File: src/rtl/eth_crc32_stream_if.sv
// Purpose : handshake and result bundle between a frame source and the CRC-32 engine.
// Latency : n/a (wires only).
// Backpressure: in_ready qualifies in_valid; results are strobed by done_port.
//
// Signals:
//   start_port  - one-cycle pulse opening a new frame
//   in_data     - beat payload, lane 0 (bits 7:0) first on the wire
//   in_keep     - byte-valid mask, meaningful on the last beat only
//   in_valid    - beat valid
//   in_last     - final beat of the frame
//   in_ready    - engine is accepting beats
//   done_port   - one-cycle pulse, result valid
//   return_port - final FCS, bits 7:0 transmitted first
//   crc_ok      - residue check result (check mode)
//   byte_count  - bytes consumed in the frame (saturating)
interface eth_crc32_stream_if #(
  parameter int DATA_BYTES = 1,
  parameter int COUNT_W    = 16
);
  logic                    start_port;
  logic [8*DATA_BYTES-1:0] in_data;
  logic [DATA_BYTES-1:0]   in_keep;
  logic                    in_valid;
  logic                    in_last;
  logic                    in_ready;
  logic                    done_port;
  logic [31:0]             return_port;
  logic                    crc_ok;
  logic [COUNT_W-1:0]      byte_count;

  // Frame source side.
  modport master (
    output start_port, in_data, in_keep, in_valid, in_last,
    input  in_ready, done_port, return_port, crc_ok, byte_count
  );

  // CRC engine side.
  modport slave (
    input  start_port, in_data, in_keep, in_valid, in_last,
    output in_ready, done_port, return_port, crc_ok, byte_count
  );
endinterface

File: src/rtl/eth_crc32_stream.sv
// Purpose : streaming IEEE 802.3 CRC-32 (FCS) engine, DATA_BYTES bytes per clock, generate or check.
// Latency : done_port rises the cycle after the last beat is accepted; one beat per clock sustained.
// Backpressure: in_ready is high only in RUN; the engine never stalls a beat while running.
//
// Ports:
//   clock, reset - single clock, synchronous active-high reset (priority over everything)
//   bus (slave)  - start/beat inputs, in_ready, done_port, return_port, crc_ok, byte_count
module eth_crc32_stream #(
  parameter int DATA_BYTES = 1,
  parameter int COUNT_W    = 16
) (
  input  logic                clock,
  input  logic                reset,
  eth_crc32_stream_if.slave   bus
);

  localparam logic [31:0] CRC_INIT = 32'hFFFF_FFFF;
  localparam logic [31:0] POLY_REF = 32'hEDB8_8320;
  // ~residue of a frame that carries its own correct FCS (residue 0xDEBB20E3).
  localparam logic [31:0] GOOD_FCS = 32'h2144_DF1C;

  typedef enum logic [1:0] {
    IDLE = 2'd0,
    RUN  = 2'd1,
    DONE = 2'd2
  } state_t;

  state_t               state_q, state_d;
  logic [31:0]          crc_q, crc_d;
  logic [31:0]          result_q, result_d;
  logic                 ok_q, ok_d;
  logic [COUNT_W-1:0]   cnt_q, cnt_d;

  logic                 abort;
  logic                 beat;
  logic [31:0]          crc_base;
  logic [COUNT_W-1:0]   cnt_base;
  logic [DATA_BYTES-1:0] lane_en;
  logic [3:0]           lane_cnt;
  logic                 lane_run;
  logic [31:0]          crc_step;
  logic [COUNT_W:0]     cnt_sum;
  logic [COUNT_W-1:0]   cnt_step;

  // One reflected CRC-32 byte step, LSB of the byte shifted in first.
  function automatic logic [31:0] crc_byte(input logic [31:0] c_in, input logic [7:0] d);
    logic [31:0] c;
    c = c_in ^ {24'h0, d};
    for (int b = 0; b < 8; b++) begin
      if (c[0]) c = (c >> 1) ^ POLY_REF;
      else      c = c >> 1;
    end
    return c;
  endfunction

  // A start in RUN restarts the frame; a beat in the same cycle belongs to the new frame,
  // so the step logic works from the re-initialised values rather than the registers.
  always_comb begin
    abort    = (state_q == RUN) && bus.start_port;
    beat     = (state_q == RUN) && bus.in_valid;
    crc_base = abort ? CRC_INIT : crc_q;
    cnt_base = abort ? '0 : cnt_q;
  end

  // Lane enables: every lane on a non-last beat; on the last beat only the leading run of
  // set keep bits, so a hole in the mask cuts off everything above it.
  always_comb begin
    lane_en  = '0;
    lane_cnt = '0;
    lane_run = 1'b1;
    for (int i = 0; i < DATA_BYTES; i++) begin
      lane_run   = lane_run && (!bus.in_last || bus.in_keep[i]);
      lane_en[i] = lane_run;
      lane_cnt   = lane_cnt + {3'b000, lane_run};
    end
  end

  // Unrolled chain of byte steps, lane 0 first.
  always_comb begin
    crc_step = crc_base;
    for (int i = 0; i < DATA_BYTES; i++) begin
      if (lane_en[i]) crc_step = crc_byte(crc_step, bus.in_data[8*i +: 8]);
    end
  end

  // Saturating byte counter: one extra bit catches the wrap.
  always_comb begin
    cnt_sum  = {1'b0, cnt_base} + {{(COUNT_W-3){1'b0}}, lane_cnt};
    cnt_step = cnt_sum[COUNT_W] ? {COUNT_W{1'b1}} : cnt_sum[COUNT_W-1:0];
  end

  // Next-state and datapath register updates.
  always_comb begin
    state_d  = state_q;
    crc_d    = crc_q;
    cnt_d    = cnt_q;
    result_d = result_q;
    ok_d     = ok_q;
    case (state_q)
      IDLE: begin
        if (bus.start_port) begin
          state_d = RUN;
          crc_d   = CRC_INIT;
          cnt_d   = '0;
        end
      end
      RUN: begin
        crc_d = crc_base;
        cnt_d = cnt_base;
        if (beat) begin
          crc_d = crc_step;
          cnt_d = cnt_step;
          if (bus.in_last) begin
            state_d  = DONE;
            // Captured here so the result is already on return_port during DONE and
            // simply holds afterwards.
            result_d = ~crc_step;
            ok_d     = (~crc_step == GOOD_FCS);
          end
        end
      end
      DONE: begin
        state_d = IDLE;
        if (bus.start_port) begin
          state_d = RUN;
          crc_d   = CRC_INIT;
          cnt_d   = '0;
        end
      end
      default: state_d = IDLE;
    endcase
  end

  always_ff @(posedge clock) begin
    if (reset) begin
      state_q  <= IDLE;
      crc_q    <= CRC_INIT;
      cnt_q    <= '0;
      result_q <= '0;
      ok_q     <= 1'b0;
    end else begin
      state_q  <= state_d;
      crc_q    <= crc_d;
      cnt_q    <= cnt_d;
      result_q <= result_d;
      ok_q     <= ok_d;
    end
  end

  assign bus.in_ready    = (state_q == RUN);
  assign bus.done_port   = (state_q == DONE);
  assign bus.return_port = result_q;
  assign bus.crc_ok      = ok_q;
  assign bus.byte_count  = cnt_q;

endmodule

File: src/flat_wrapper.sv
// flat-port wrapper written by rule: the top's interface ports become plain ports
module eth_crc32_stream_flat 
#(
  parameter int DATA_BYTES = 1,
  parameter int COUNT_W    = 16
)
  (clock, reset, bus_start_port, bus_in_data, bus_in_keep, bus_in_valid, bus_in_last, bus_in_ready, bus_done_port, bus_return_port, bus_crc_ok, bus_byte_count);
  eth_crc32_stream_if #(.DATA_BYTES(DATA_BYTES), .COUNT_W(COUNT_W)) bus_i ();
  input  logic clock;
  input  logic reset;
  input wire logic [$bits(bus_i.start_port)-1:0] bus_start_port;
  input wire logic [$bits(bus_i.in_data)-1:0] bus_in_data;
  input wire logic [$bits(bus_i.in_keep)-1:0] bus_in_keep;
  input wire logic [$bits(bus_i.in_valid)-1:0] bus_in_valid;
  input wire logic [$bits(bus_i.in_last)-1:0] bus_in_last;
  output wire logic [$bits(bus_i.in_ready)-1:0] bus_in_ready;
  output wire logic [$bits(bus_i.done_port)-1:0] bus_done_port;
  output wire logic [$bits(bus_i.return_port)-1:0] bus_return_port;
  output wire logic [$bits(bus_i.crc_ok)-1:0] bus_crc_ok;
  output wire logic [$bits(bus_i.byte_count)-1:0] bus_byte_count;
  assign bus_i.start_port = bus_start_port;
  assign bus_i.in_data = bus_in_data;
  assign bus_i.in_keep = bus_in_keep;
  assign bus_i.in_valid = bus_in_valid;
  assign bus_i.in_last = bus_in_last;
  assign bus_in_ready = bus_i.in_ready;
  assign bus_done_port = bus_i.done_port;
  assign bus_return_port = bus_i.return_port;
  assign bus_crc_ok = bus_i.crc_ok;
  assign bus_byte_count = bus_i.byte_count;
  eth_crc32_stream #(.DATA_BYTES(DATA_BYTES), .COUNT_W(COUNT_W)) u_core (.clock(clock), .reset(reset), .bus(bus_i));
endmodule
File: config.mk
export PLATFORM = sky130hd
export DESIGN_NAME = eth_crc32_stream_flat
export DESIGN_NICKNAME = d
export VERILOG_FILES = /design/src/rtl/eth_crc32_stream_if.sv /design/src/rtl/eth_crc32_stream.sv /design/src/flat_wrapper.sv
export SDC_FILE = /design/constraint.sdc
export NUM_CORES = 1
export LEC_CHECK = 0
export ABC_AREA = 1
export CAP_MARGIN = 20
export CORE_ASPECT_RATIO = 0.6
export CORE_UTILIZATION = 40
export CTS_CLUSTER_DIAMETER = 100
export DETAILED_ROUTE_END_ITERATION = 7
export GPL_ROUTABILITY_DRIVEN = 1
export PLACE_DENSITY = 0.66
export SETUP_SLACK_MARGIN = 0.5
export SYNTH_ARGS = -nofsm -noshare
export SYNTH_HDL_FRONTEND = slang
export SYNTH_SLANG_ARGS = --single-unit
File: constraint.sdc
create_clock -name clock -period 4.8 [get_ports clock]
set_input_delay 0.96 -clock clock [delete_from_list [all_inputs] [get_ports clock]]
set_output_delay 0.96 -clock clock [all_outputs]
set_load 0.02 [all_outputs]
run_1/io_fan.png
The bar under the picture is 50 microns long.
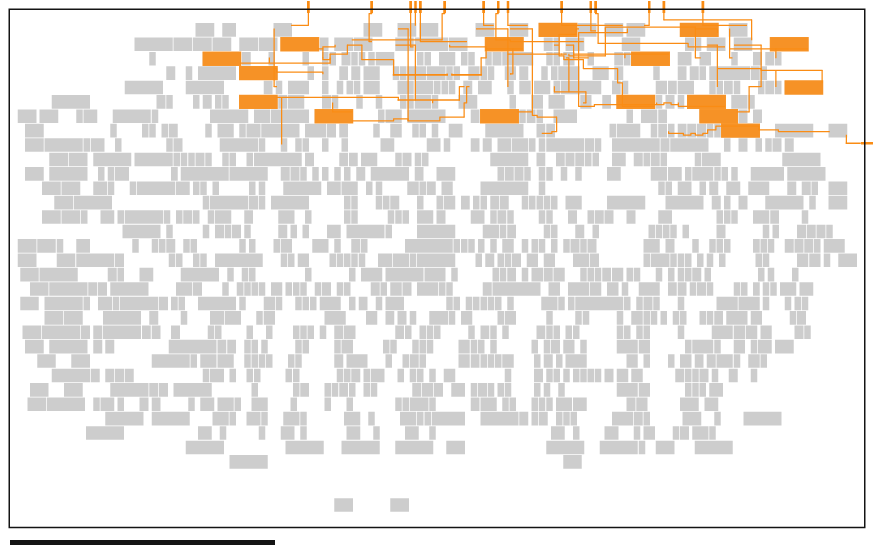
| color | port | bits | direction | edge | end cells | buffers | wire |
|---|---|---|---|---|---|---|---|
| orange | bus_byte_count | 16 | output | 15 top, 1 right | 16 | 16 | 759 microns |

run_1/metal_density.png
32 x 20 tiles, from dark blue (low) to red (high), scaled to the fullest tile. Values are wire area over tile area, all layers added.
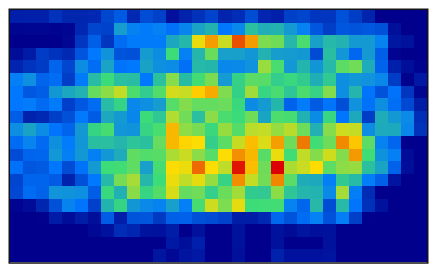
mean over tiles: 0.23
fullest tile: 0.78
tiles over half the peak: 22%
nearly empty tiles: 18%

run_1/power_grid.png
The bar under the picture is 50 microns long. Pins as bars on the die edge. Tap cells in gray.
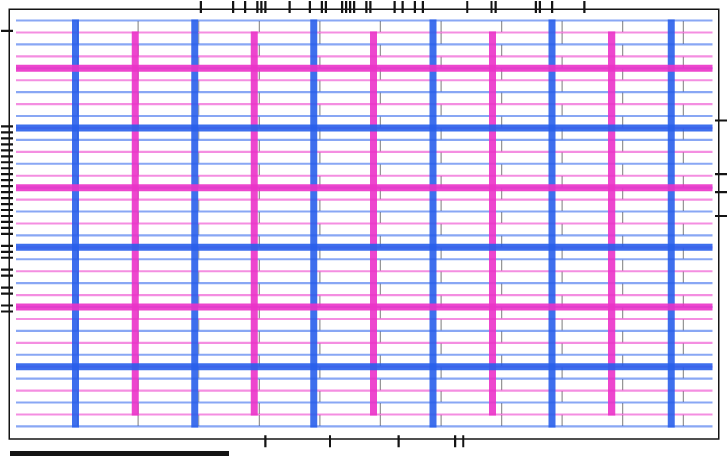
| color | net |
|---|---|
| magenta | VDD |
| blue | VSS |
met1 rails: 35
met5 straps: 6
met4 straps: 11

==> Slide: Implementation Results, run 1 <==
Flow Results at a Glance

Route
  – Drt drc: 0
  – Total wire length: roughly 21000 microns
  – Drt wl/cell: around 17 microns
  – Via count: 6548
  – Drt pass-1 iters: 5
  – Highest Signal Layer: met4
  – Met1 WL: between 10000 and 15000 microns

GRT
  – Pin count of the biggest net entering global routing: 52
  – GRT Util Overall: roughly 27%
  – First-pass GRT wire length: ~33000 microns
  – Vias in the first global route: between 5000 and 6000
  – Grt total ovfl: 0
  – Grt peak-use layer: met1
  – M2 GR Usage: between 30% and 40%
  – Initial antenna violation count: 0

Setup path
  – Flop-to-flop setup slack: between 1500 and 2000 ps
  – Startpoint types: input pin
  – WS Path Type: in2reg
  – Critical Path RT: 5070 ps
  – Arrival time worst endpoint: around 4000 ps
  – CP Cell Sequence: clkdlybuf4s50_1 > nand3_4 > nand2_1 > inv_1 > ha_1 > ha_1 > nand4_1 > nor2_2 > nand3_2 > nor3_2 > nand2_1 > nor2_4 > nand2_1 > nand2_1 > o21ai_1 > a21oi_1
  – R2r worst-path depth: 16
  – Worst setup path startpoint: bus_start_port
  – WP depth: 16

Yosys
  – Post-synth EDFFs: 0
  – Number of nets at floorplan: about 990
  – Synth area leaders: dfxtp_1 (27%), nand2_1 (21%), inv_1 (6.1%), nand3_1 (5.9%), a21oi_1 (4.4%)
  – Mapped Avg Cell Area: between 6 and 7 sq um
  – Seq/Total Area, Yosys: 27.3%
  – Yosys cell types: roughly 42
  – Post-synth ARST share: 0%
  – Most numerous cell in the Yosys netlist: nand2_1
  – Post-synth area from yosys stat: 6090 sq um
  – Simple-Gate Area Share: between 40% and 50%
  – Synthesized area: 6090 sq um
  – Syn Inst Count: roughly 970

Finish
  – Register Area: approximately 1700 sq um
  – Clock buffers: 10
  – Top cells excl fill/tap: nand2_1 (342), inv_1 (99), dfxtp_1 (83)
  – Clock buf/inv share: 3.96%
  – Most frequent logic cell in the layout: nand2_1
  – Largest cell class: logic gates
  – Inverters: 105
  – Final core occ: about 50%
  – Logic Gate Count: 739
  – Seq area share: a little under a quarter
  – Post-Layout Inst Area: 7130 sq um
  – Logic share of the area: 53.5%
  – Gate Area: around 3800 sq um

Status
  – Status: completed

Worst hold path
  – Hold_sp: u_core.crc_q[17]
  – Hold path depth: 2

Final timing
  – Setup ws final: around 1000 ps
  – Final hold vios: 0
  – Final Max Slew Viols: 0

CTS
  – Hold bufs inserted after CTS: 0
  – H-tree depth: 3
  – Setup bufs post-CTS: 0
  – Clock transition at path regs: 70 ps
  – TritonCTS clock tree: done
  – Worst skew pair latency: approximately 350 ps
  – Post-cts sizing count: 0
  – Root Buffer: clkbuf_16

Power and ir drop
  – Maximum vdd ir drop: 0.168 mV
  – Cell Pwr Density: 308 nW/um^2
  – Pwr Total: roughly 2200 uW
  – Pwr top: combinational logic
  – Internal power: 1300 uW
  – Comb pwr share: approximately a third
  – Switching Fraction: 40.7%
  – Sequential power share: ~34%

Placement
  – Dpl ws: roughly 750 ps
  – Half-perimeter wire length after placement: 15300 microns
  – I/O Buffers: between 60 and 70
  – Post-placement cell area: 6850 sq um

Floorplanning
  – Pre-Place Util: 41.5%
  – Total die area: approximately 16000 sq um
  – Die Ht: a little under 100 microns
## Run 2: what changed since run 1
Settings changed: PLACE_DENSITY 0.66 to 0.68.
Clock period 4.8 ns to 3.2 ns, I/O delays scaled along.
run_2/placement_by_type.png
Fill, decap, tap and diode cells in gray.
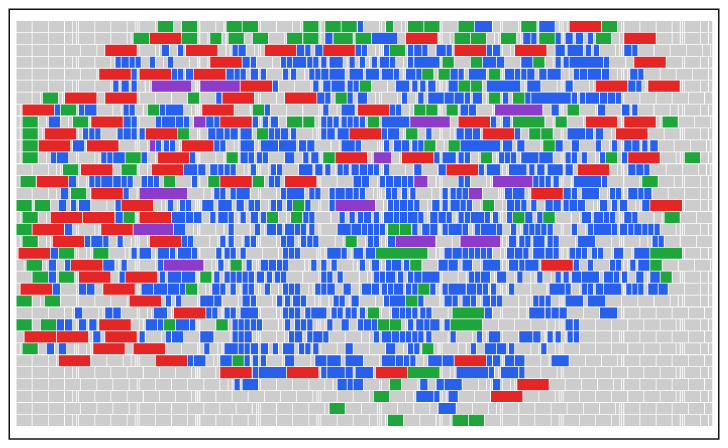
| color | class | cells | share of their area |
|---|---|---|---|
| green | remaining buffers and delay cells | 134 | 17% |
| blue | combinational and other logic | 844 | 57% |
| purple | clock drivers and dummy loads | 16 | 4.3% |
| red | sequential cells | 83 | 22% |

==> run 2 against run 1 <==
Final area grew 9.2%. Combinational power up 73%. Worst setup slack lost 400 ps. Critical path depth shrank 12. First-iteration DRC count rose by 14%. Register-to-register slack got worse by 960 ps. Cell count grew 4.8%. Routed wire length increased by 5.3%. Worst hold slack worse by 4.6 ps. Clock skew decreased by 0.51 ps. Flip-flop count unchanged. Global-route usage up 0.75 points. Largest cell class unchanged. Highest routed layer unchanged.
==> Slide: Implementation Results, run 2 <==
Flow Results at a Glance

Yosys
  – Synth area leaders: dfxtp_1 (27%), nand2_1 (21%), inv_1 (6.1%), nand3_1 (5.9%), a21oi_1 (4.4%)
  – Post-synth EDFFs: 0
  – Most numerous cell in the Yosys netlist: nand2_1
  – Synthesized area: about 6100 sq um
  – Seq/Total Area, Yosys: around 27%
  – Syn Inst Count: approximately 970
  – Post-synth ARST share: 0%
  – Yosys cell types: roughly 42
  – Mapped Avg Cell Area: around 6.3 sq um
  – Post-synth area from yosys stat: between 6000 and 7000 sq um

Power and ir drop
  – Comb pwr share: a little over a third
  – Pwr Total: 3620 uW
  – Pwr top: combinational logic
  – Sequential power share: 30.6%
  – Internal power: 2230 uW

Route
  – Total wire length: approximately 22000 microns
  – Drt pass-1 iters: 8
  – Drt wl/cell: 17.2 microns
  – Drt drc: 0
  – Via count: roughly 6900
  – Highest Signal Layer: met4

Floorplanning
  – Die Ht: 97.6 microns
  – Pre-Place Util: ~42%

CTS
  – Clock transition at path regs: around 70 ps
  – H-tree depth: 3
  – Post-cts sizing count: 3
  – Setup bufs post-CTS: 2
  – Hold bufs inserted after CTS: 0
  – Worst skew pair latency: 350 ps

Finish
  – Register Area: about 1700 sq um
  – Largest cell class: logic gates
  – Top cells excl fill/tap: nand2_1 (337), inv_1 (96), dfxtp_1 (83)
  – Post-Layout Inst Area: 7790 sq um
  – Gate Area: around 3900 sq um
  – Logic share of the area: between 50% and 60%
  – Logic Gate Count: between 700 and 800
  – Clock buf/inv share: 4.18%
  – Seq area share: 21.3%
  – Clock buffers: 10

GRT
  – First-pass GRT wire length: approximately 34000 microns
  – Grt total ovfl: 0
  – Initial antenna violation count: 0
  – GRT Util Overall: about 28%
  – Grt peak-use layer: met1

Setup path
  – WP depth: 4
  – Critical Path RT: 2560 ps
  – Arrival time worst endpoint: 1940 ps
  – WS Path Type: reg2out
  – Worst setup path startpoint: u_core.state_q[0]

Status
  – Status: completed

Placement
  – Half-perimeter wire length after placement: roughly 16000 microns
  – Post-placement cell area: about 7300 sq um

Worst hold path
  – Hold_sp: u_core.bus.return_port[6]
  – Hold path depth: 2

Final timing
  – Setup ws final: slightly above 600 ps
run_2/placement.png
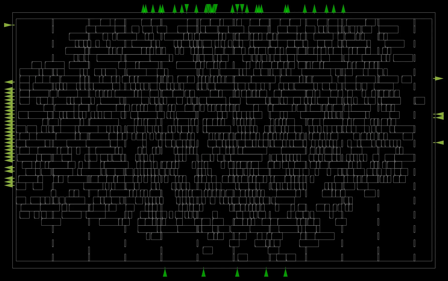
Core Box Area: 14700 sq um
Flop Count: 83
Rows: 34
fin cells: 1275
fill cell count: 1409

## Run 3: what changed since run 2
Settings changed: PLACE_DENSITY 0.68 to 0.66.
Clock period 3.2 ns to 2.6 ns, I/O delays scaled along.
run_3/metal_density.png
32 x 20 tiles, from dark blue (low) to red (high), scaled to the fullest tile. Values are wire area over tile area, all layers added.
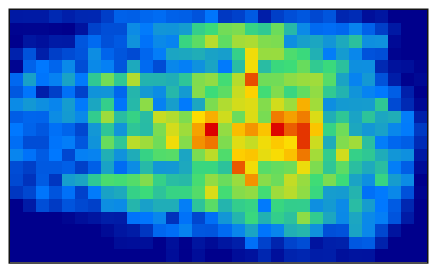
emptiest ninth of the die: bottom left
fullest tile: 0.95
densest ninth of the die: middle
tiles over half the peak: 22%

==> run 3 against run 2 <==
Routed wire length up 26%. Synthesized cell count unchanged. Flip-flop count unchanged. Die size unchanged. Clock power up 9%. Global-route usage up 3.3 points. Combinational power up 95%. Cell count up 11%. Critical endpoint is now u_core.bus.byte_count[4]. Largest power group unchanged.
==> Slide: Implementation Results, run 3 <==
Flow Results at a Glance

GRT
  – Initial antenna violation count: 0
  – GRT Util Overall: roughly 31%
  – Vias in the first global route: between 6000 and 7000
  – Pin count of the biggest net entering global routing: about 52
  – First-pass GRT wire length: 37600 microns
  – M2 GR Usage: 39.4%

Power and ir drop
  – Pwr Total: ~5200 uW
  – Switching Fraction: a little over two fifths
  – Cell Pwr Density: ~510 nW/um^2
  – Internal power: 3040 uW
  – Comb pwr share: around half

Yosys
  – Number of nets at floorplan: roughly 990
  – Synthesized area: around 6100 sq um
  – Post-synth ARST share: 0%
  – Synth area leaders: dfxtp_1 (27%), nand2_1 (21%), inv_1 (6.1%), nand3_1 (5.9%), a21oi_1 (4.4%)
  – Simple-Gate Area Share: about 44%
  – Yosys cell types: 42
  – Post-synth area from yosys stat: just over 6000 sq um
  – Most numerous cell in the Yosys netlist: nand2_1
  – Syn Inst Count: roughly 970
  – Seq/Total Area, Yosys: roughly 27%

Route
  – Via count: between 7000 and 8000
  – Drt wl/cell: 19.5 microns
  – Total wire length: between 20000 and 30000 microns
  – Antenna-violating nets left: 0
  – Met1 WL: 12500 microns
  – Drt pass-1 iters: 6

Setup path
  – Arrival time worst endpoint: 2830 ps
  – Worst setup path startpoint: u_core.state_q[1]
  – WP depth: 15
  – Critical Path RT: 2880 ps
  – Startpoint types: flip-flop
  – Flop-to-flop setup slack: roughly 57 ps
  – R2r worst-path depth: 15
  – WS Path Type: reg2reg

Finish
  – Most frequent logic cell in the layout: nand2_1
  – Gate Area: 5120 sq um
  – Logic share of the area: around half
  – Largest cell class: logic gates
  – Register Area: between 1500 and 2000 sq um
  – Flop Count: around 83
  – Inverters: around 110
  – Clock buffers: 9
  – Clock buf/inv share: approximately 2.8%
  – Post-Layout Inst Area: 10200 sq um
  – Top cells excl fill/tap: nand2_1 (227), buf_4 (148), inv_1 (92)

CTS
  – Hold bufs inserted after CTS: 0
  – Setup bufs post-CTS: 22
  – TritonCTS clock tree: done
  – Worst skew pair latency: 350 ps
  – Root Buffer: clkbuf_16
  – H-tree depth: 3

Final timing
  – Setup ws final: between 50 and 60 ps
  – Final hold vios: 0
  – Final Max Slew Viols: 0

Placement
  – Half-perimeter wire length after placement: between 15000 and 20000 microns
  – I/O Buffers: between 60 and 70
  – Dpl ws: -535 ps
  – Post-placement cell area: 8010 sq um

Floorplanning
  – Die Ht: between 90 and 100 microns
  – Core Box Area: roughly 15000 sq um
  – Rows: 34
  – Total die area: roughly 16000 sq um

Worst hold path
  – Hold_sp: u_core.bus.return_port[6]
  – Hold path depth: 2

Status
  – Status: completed
run_3/placement.png
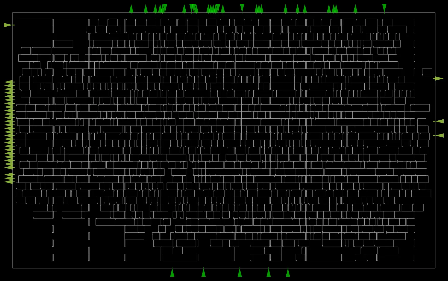
final core occ: 69.3%
fin cells: 1409
TAP cells: 198
fill cell count: 1142
Seq area share: 16.4%

Power is estimated from default activity; no workload was simulated.
